==> images/placement.png <==
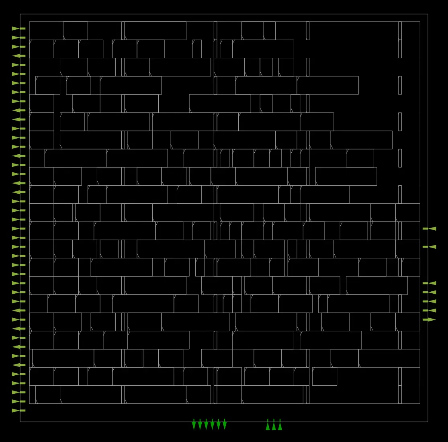
==> images/placement_by_type.png <==
Fill, decap, tap and diode cells in gray.
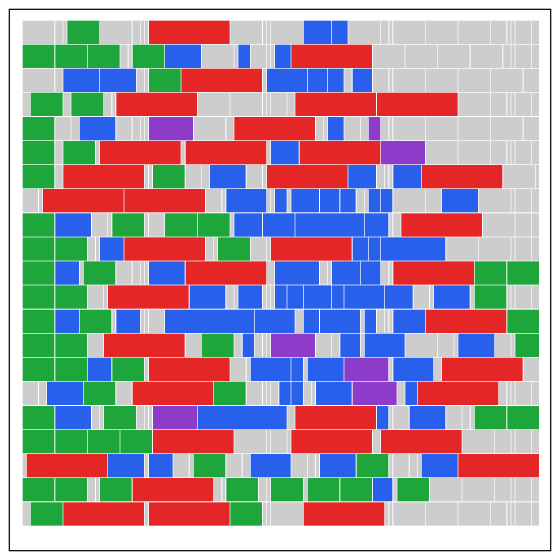
==> images/io_fan.png <==
Scale bar: 20 um.
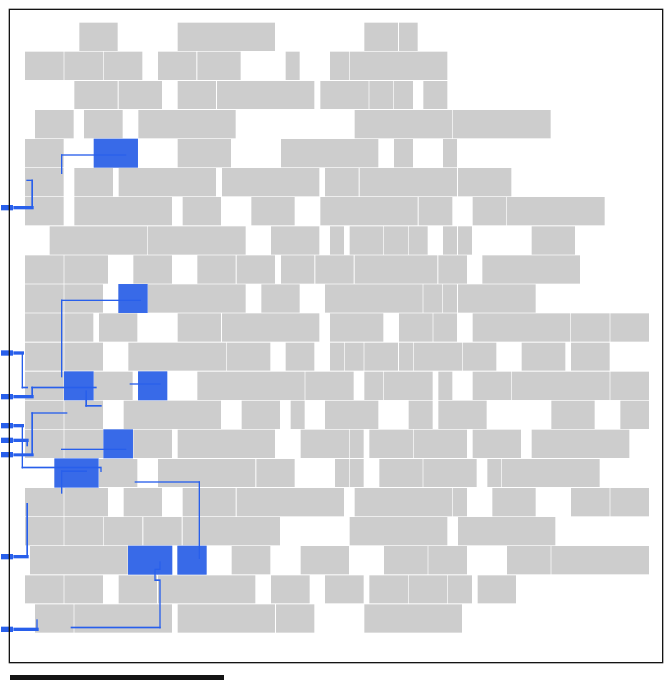
File: config.mk
export PLATFORM = sky130hd
export DESIGN_NAME = pwm_output_ctrl_flat
export DESIGN_NICKNAME = d
export VERILOG_FILES = /design/src/rtl/pwm_output_ctrl_pkg.sv /design/src/rtl/pwm_output_ctrl_if.sv /design/src/rtl/pwm_output_ctrl_timebase.sv /design/src/rtl/pwm_output_ctrl.sv /design/src/flat_wrapper.sv
export SDC_FILE = /design/constraint.sdc
export NUM_CORES = 1
export LEC_CHECK = 0
export CORE_UTILIZATION = 48
export CTS_BUF_LIST = sky130_fd_sc_hd__clkbuf_8 sky130_fd_sc_hd__clkbuf_16
export DETAILED_ROUTE_END_ITERATION = 10
export PLACE_DENSITY = 0.85
export SLEW_MARGIN = 20
export SYNTH_ARGS = -nofsm -noshare
export SYNTH_HDL_FRONTEND = slang
export SYNTH_SLANG_ARGS = --single-unit
File: constraint.sdc
create_clock -name clk -period 3.7 [get_ports clk]
set_input_delay 1.11 -clock clk [delete_from_list [all_inputs] [get_ports clk]]
set_output_delay 1.11 -clock clk [all_outputs]
set_load 0.02 [all_outputs]
File: src/rtl/pwm_output_ctrl_pkg.sv
// Shared constants, payload types and helpers for the PWM output stage.
package pwm_output_ctrl_pkg;

  localparam int unsigned PWM_CNT_W        = 8;
  localparam logic [7:0]  DUTY_FULL        = 8'hFF;
  localparam int unsigned NUM_CH           = 16;
  localparam int unsigned DEFAULT_PRESCALE = 12;

  // Per-channel enable configuration, gathered from the byte-wide registers.
  typedef struct packed {
    logic [NUM_CH-1:0] en_out;
    logic [NUM_CH-1:0] en_pwm;
  } ch_cfg_t;

  // Channel select: disabled -> 0, enabled static -> 1, enabled PWM -> waveform.
  function automatic logic [NUM_CH-1:0] chan_mux(input ch_cfg_t cfg, input logic pwm_raw);
    return cfg.en_out & (~cfg.en_pwm | {NUM_CH{pwm_raw}});
  endfunction

endpackage

File: src/rtl/pwm_output_ctrl_if.sv
// Register-file to output-stage bundle.
//   master: register file side (drives enables and duty, observes outputs)
//   slave : output stage side (consumes configuration, drives pwm_out/period_start)
interface pwm_output_ctrl_if;
  import pwm_output_ctrl_pkg::*;

  logic [7:0]        en_reg_out_7_0;
  logic [7:0]        en_reg_out_15_8;
  logic [7:0]        en_reg_pwm_7_0;
  logic [7:0]        en_reg_pwm_15_8;
  logic [7:0]        pwm_duty_cycle;
  logic [NUM_CH-1:0] pwm_out;
  logic              period_start;

  modport master (
    output en_reg_out_7_0, en_reg_out_15_8, en_reg_pwm_7_0, en_reg_pwm_15_8, pwm_duty_cycle,
    input  pwm_out, period_start
  );

  modport slave (
    input  en_reg_out_7_0, en_reg_out_15_8, en_reg_pwm_7_0, en_reg_pwm_15_8, pwm_duty_cycle,
    output pwm_out, period_start
  );

endinterface

File: src/rtl/pwm_output_ctrl_timebase.sv
// PWM timebase: prescaler, 8-bit period counter and period-boundary events.
//   clk, rst_n   : clock, async active-low reset
//   cnt          : current PWM count (registered)
//   wrap_c       : last prescaled step of the period (combinational)
//   period_start : one-cycle pulse on the first cycle of each period (registered)
module pwm_output_ctrl_timebase
  import pwm_output_ctrl_pkg::*;
#(
  parameter int unsigned PRESCALE = DEFAULT_PRESCALE
) (
  input  logic                 clk,
  input  logic                 rst_n,
  output logic [PWM_CNT_W-1:0] cnt,
  output logic                 wrap_c,
  output logic                 period_start
);

  localparam int unsigned PRE_W = (PRESCALE > 1) ? $clog2(PRESCALE) : 1;

  logic [PRE_W-1:0] pre_q;
  logic             tick_c;

  // With PRESCALE=1 pre_q is pinned at 0, so tick_c is constantly 1.
  assign tick_c = (pre_q == PRE_W'(PRESCALE - 1));
  assign wrap_c = tick_c && (cnt == {PWM_CNT_W{1'b1}});

  // Prescaler, count and period-start pulse.
  always_ff @(posedge clk or negedge rst_n) begin
    if (!rst_n) begin
      pre_q        <= '0;
      cnt          <= '0;
      period_start <= 1'b0;
    end else begin
      pre_q        <= tick_c ? '0 : pre_q + PRE_W'(1);
      period_start <= wrap_c;
      if (tick_c) begin
        cnt <= cnt + PWM_CNT_W'(1);
      end
    end
  end

endmodule

File: src/rtl/pwm_output_ctrl.sv
// PWM output stage: 16 channels, each held low, driven high, or driven by
// a shared PWM waveform whose duty is shadowed at period boundaries.
//   clk, rst_n : clock, async active-low reset
//   bus        : slave side of pwm_output_ctrl_if (enables, duty in;
//                pwm_out, period_start out)
module pwm_output_ctrl
  import pwm_output_ctrl_pkg::*;
#(
  parameter int unsigned PRESCALE = DEFAULT_PRESCALE
) (
  input  logic              clk,
  input  logic              rst_n,
  pwm_output_ctrl_if.slave  bus
);

  logic [PWM_CNT_W-1:0] cnt;
  logic                 wrap_c;
  logic                 period_start;
  logic [PWM_CNT_W-1:0] duty_sh;
  logic                 pwm_raw_c;
  ch_cfg_t              cfg_c;
  logic [NUM_CH-1:0]    pwm_out_q;

  pwm_output_ctrl_timebase #(
    .PRESCALE (PRESCALE)
  ) u_timebase (
    .clk          (clk),
    .rst_n        (rst_n),
    .cnt          (cnt),
    .wrap_c       (wrap_c),
    .period_start (period_start)
  );

  // Enables are used live; only the duty is period-synchronous.
  assign cfg_c.en_out = {bus.en_reg_out_15_8, bus.en_reg_out_7_0};
  assign cfg_c.en_pwm = {bus.en_reg_pwm_15_8, bus.en_reg_pwm_7_0};

  // Full-scale duty is forced high so 0xFF covers all 256 steps.
  assign pwm_raw_c = (duty_sh == DUTY_FULL) ? 1'b1 : (cnt < duty_sh);

  // Duty shadow (loaded only at the wrap) and channel output register.
  always_ff @(posedge clk or negedge rst_n) begin
    if (!rst_n) begin
      duty_sh   <= '0;
      pwm_out_q <= '0;
    end else begin
      if (wrap_c) begin
        duty_sh <= bus.pwm_duty_cycle;
      end
      pwm_out_q <= chan_mux(cfg_c, pwm_raw_c);
    end
  end

  assign bus.pwm_out      = pwm_out_q;
  assign bus.period_start = period_start;

endmodule

File: src/flat_wrapper.sv
// flat-port wrapper written by rule: the top's interface ports become plain ports
module pwm_output_ctrl_flat import pwm_output_ctrl_pkg::*;
#(
  parameter int unsigned PRESCALE = DEFAULT_PRESCALE
)
  (clk, rst_n, bus_en_reg_out_7_0, bus_en_reg_out_15_8, bus_en_reg_pwm_7_0, bus_en_reg_pwm_15_8, bus_pwm_duty_cycle, bus_pwm_out, bus_period_start);
  pwm_output_ctrl_if bus_i ();
  input  logic clk;
  input  logic rst_n;
  input wire logic [$bits(bus_i.en_reg_out_7_0)-1:0] bus_en_reg_out_7_0;
  input wire logic [$bits(bus_i.en_reg_out_15_8)-1:0] bus_en_reg_out_15_8;
  input wire logic [$bits(bus_i.en_reg_pwm_7_0)-1:0] bus_en_reg_pwm_7_0;
  input wire logic [$bits(bus_i.en_reg_pwm_15_8)-1:0] bus_en_reg_pwm_15_8;
  input wire logic [$bits(bus_i.pwm_duty_cycle)-1:0] bus_pwm_duty_cycle;
  output wire logic [$bits(bus_i.pwm_out)-1:0] bus_pwm_out;
  output wire logic [$bits(bus_i.period_start)-1:0] bus_period_start;
  assign bus_i.en_reg_out_7_0 = bus_en_reg_out_7_0;
  assign bus_i.en_reg_out_15_8 = bus_en_reg_out_15_8;
  assign bus_i.en_reg_pwm_7_0 = bus_en_reg_pwm_7_0;
  assign bus_i.en_reg_pwm_15_8 = bus_en_reg_pwm_15_8;
  assign bus_i.pwm_duty_cycle = bus_pwm_duty_cycle;
  assign bus_pwm_out = bus_i.pwm_out;
  assign bus_period_start = bus_i.period_start;
  pwm_output_ctrl #(.PRESCALE(PRESCALE)) u_core (.clk(clk), .rst_n(rst_n), .bus(bus_i));
endmodule
==> ci_impl_report.md <==
## PnR job results

| Metric | Value |
|---|---|
| Status | `finished, final reports clean` |
| Clock power frac | `0.348` |
| AND/OR/NAND/NOR Cells, Area Fraction | `0.0996` |
| GP Congestion | `0.761` |
| Total track usage | `0.223` |
| Synth async-reset ratio | `1.00` |
| Top area cell types | `dfrtp_1, a21boi_2, ha_1, mux2_2, a21boi_0` |
| Hold depth | `1` |
| Cells after DPL | `222` |
| Sequential Power | `0.416 mW` |
| Yosys chip area | `1670 um2` |
| Initial DRC count | `17` |
| Antenna-violating nets left | `0` |
| Comb power frac | `0.117` |
| R2r startpoint | `u_core.u_timebase.cnt[5]$_DFFE_PN0P_` |
| FP Core Util | `0.501` |
| CP startpoint | `u_core.bus.pwm_out[8]$_DFF_PN0_` |
| Worst hold-check path type | `reg2reg` |
| Post-Route M1 WL | `1360 um` |
| Total negative slack | `0 ns` |
| Cts bufs inserted | `5` |
| Met1 Track Usage GR | `0.245` |
| Post-synth EDFFs | `0` |
| Post-Syn Area | `1670 um2` |
| Worst slew pin tran | `0.806 ns` |
| Cells along the critical path | `clkdlybuf4s50_1` |
| CP Capture Type | `output pin` |
| Ys flops | `37` |
| Max Slew Vio Count | `0` |
| Clock transition at path regs | `0.06 ns` |
| Top-count cell post-synth | `dfrtp_1` |
| Root buf cell | `clkbuf_8` |
| Highest Signal Layer | `met4` |
| Max IR drop VDD | `206 uV` |
| Hold-fix buffers, CTS | `0` |
| Total Wirelength | `3370 um` |
| Critical path depth | `1` |
| CP peak stage delay | `0.61 ns` |
| Dominant kind of combinational cell | `AND-OR/OR-AND gates` |
| Max Root-Sink Buffers | `2` |
| MaxCap Viol Count | `0` |
| YS warnings | `0` |
| CTS H-tree lvls | `2` |
| Drc violations | `0` |
| Chip area | `3720 um2` |
| Largest power group | `registers` |
| Setup bufs post-CTS | `0` |
| Area fraction in compound gates | `0.154` |
| Fin util | `0.714` |
| Netlist cell types | `30` |
| Share of cells above drive strength 1 | `0.175` |
| Slowest-stage cell, CP | `clkdlybuf4s50_1` |
| Clock Skew | `0.00281 ns` |
| Area leader, netlist | `dfrtp_1` |
| Pwr/cell area | `326 nW/um2` |
| Share of the synthesized area in the top cell type | `0.554` |
| First-pass GRT wire length | `5680 um` |
| Clock Power | `0.270 mW` |
| IO Pins | `59` |
| DRT Pass-1 Iters | `4` |
| Antenna cells | `0` |
| GRT met3 Usage | `0.124` |
| Yosys cell count | `119` |
| Worst relative slew slack | `0.463` |
| Fa+ha+maj area frac | `0.0674` |
| Worst Min Path Start | `u_core.u_timebase.pre_q[0]$_DFF_PN0_` |
| Post-synth top cells | `dfrtp_1, a21boi_2, ha_1, mux2_2, inv_1` |
| Lkg Pwr | `1.06 nW` |
| Bufs and invs on worst path | `1` |
| Post-place instance area | `2300 um2` |
| Final hold slack | `0.464 ns` |
| Die width | `61.0 um` |
| Post-route cell area | `2380 um2` |
| Syn nets | `170` |
| Mapped Cells | `119` |
| Final hold viol count | `0` |
| Log Warnings | `26` |
| RSZ-0062 raised after global routing | `no` |
| Top_reg_cell synth | `dfrtp_1` |
| Area Overhead vs Synth | `42.7%` |
About placement.png:
n_taps: 46
Seq area share: 0.388
Seq cells: 37
Core ar.: 3340 um2
Rows: 21

About placement_by_type.png:
legend:
  green:
    class: remaining buffers and delay cells
    cells: 59
    share_of_their_area: 25%
  blue:
    class: combinational and other logic
    cells: 80
    share_of_their_area: 31%
  purple:
    class: clock drivers and dummy loads
    cells: 7
    share_of_their_area: 3.7%
  red:
    class: sequential cells
    cells: 37
    share_of_their_area: 40%

About io_fan.png:
legend:
  blue:
    port: bus_en_reg_pwm_7_0
    bits: 8
    direction: input
    end_cells: 8
    buffers: 8
    wire: 116 um

[layout make-up]
class	instances	area, um2
fillers	230	953
flip-flops and latches	37	926
multi-input cells	73	699
repair buffers	59	588
clock buffers	6	82.6
well taps	46	57.6
inverters	7	26.3
clock inverters	1	3.75
[sequential cells by signal, indices dropped and copies added, names as in the netlist]
signal and cells:
u_core.u_timebase.cnt 8, u_core.u_timebase.pre_q 4, u_core.duty_sh 8, u_core.bus.pwm_out 16, u_core.u_timebase.period_start 1
[placed cells by master (no fill, tap or decap)]
cell type / n
clkdlybuf4s50_1: 58
dfrtp_1: 37
a21boi_2: 10
mux2_2: 9
ha_1: 9
inv_1: 8
a21boi_0: 6
clkbuf_8: 6
nor2_1: 4
nand3_1: 4
xnor2_1: 4
nand4_1: 3
nand2_1: 3
xor2_1: 3
nand2b_1: 2
o21ai_0: 2
and4_1: 1
o21ai_1: 1
o21a_1: 1
nand2b_4: 1
a2111oi_4: 1
a21o_1: 1
a41o_1: 1
a21oi_1: 1
o32ai_4: 1
and3b_1: 1
nand4_4: 1
and3_1: 1
nor2_8: 1
and4_2: 1
buf_4: 1
[logic make-up (layout without fill, tap and decap cells)]
| kind of cell | count (synthesis) | in the layout |
|---|---|---|
| buffers and inverters | 9 | 73 |
| AOI/OAI and AO/OA | 25 | 25 |
| muxes | 9 | 9 |
| adders and majority gates | 9 | 9 |
| and+or+nand+nor | 23 | 23 |
| DFF | 37 | 37 |
| xor gates and xnor gates | 7 | 7 |
[through the flow]
step | total power [mW] | setup slack [ns]
floorplan | 0.443 | 1.99
global placement | 0.514 | 1.63
detailed placement | 0.516 | 1.52
CTS | 0.788 | 1.33
global route | 0.813 | 1.30
finish | 0.777 | 1.35
Power figures rest on the tool's default switching activity, not on a simulated workload.
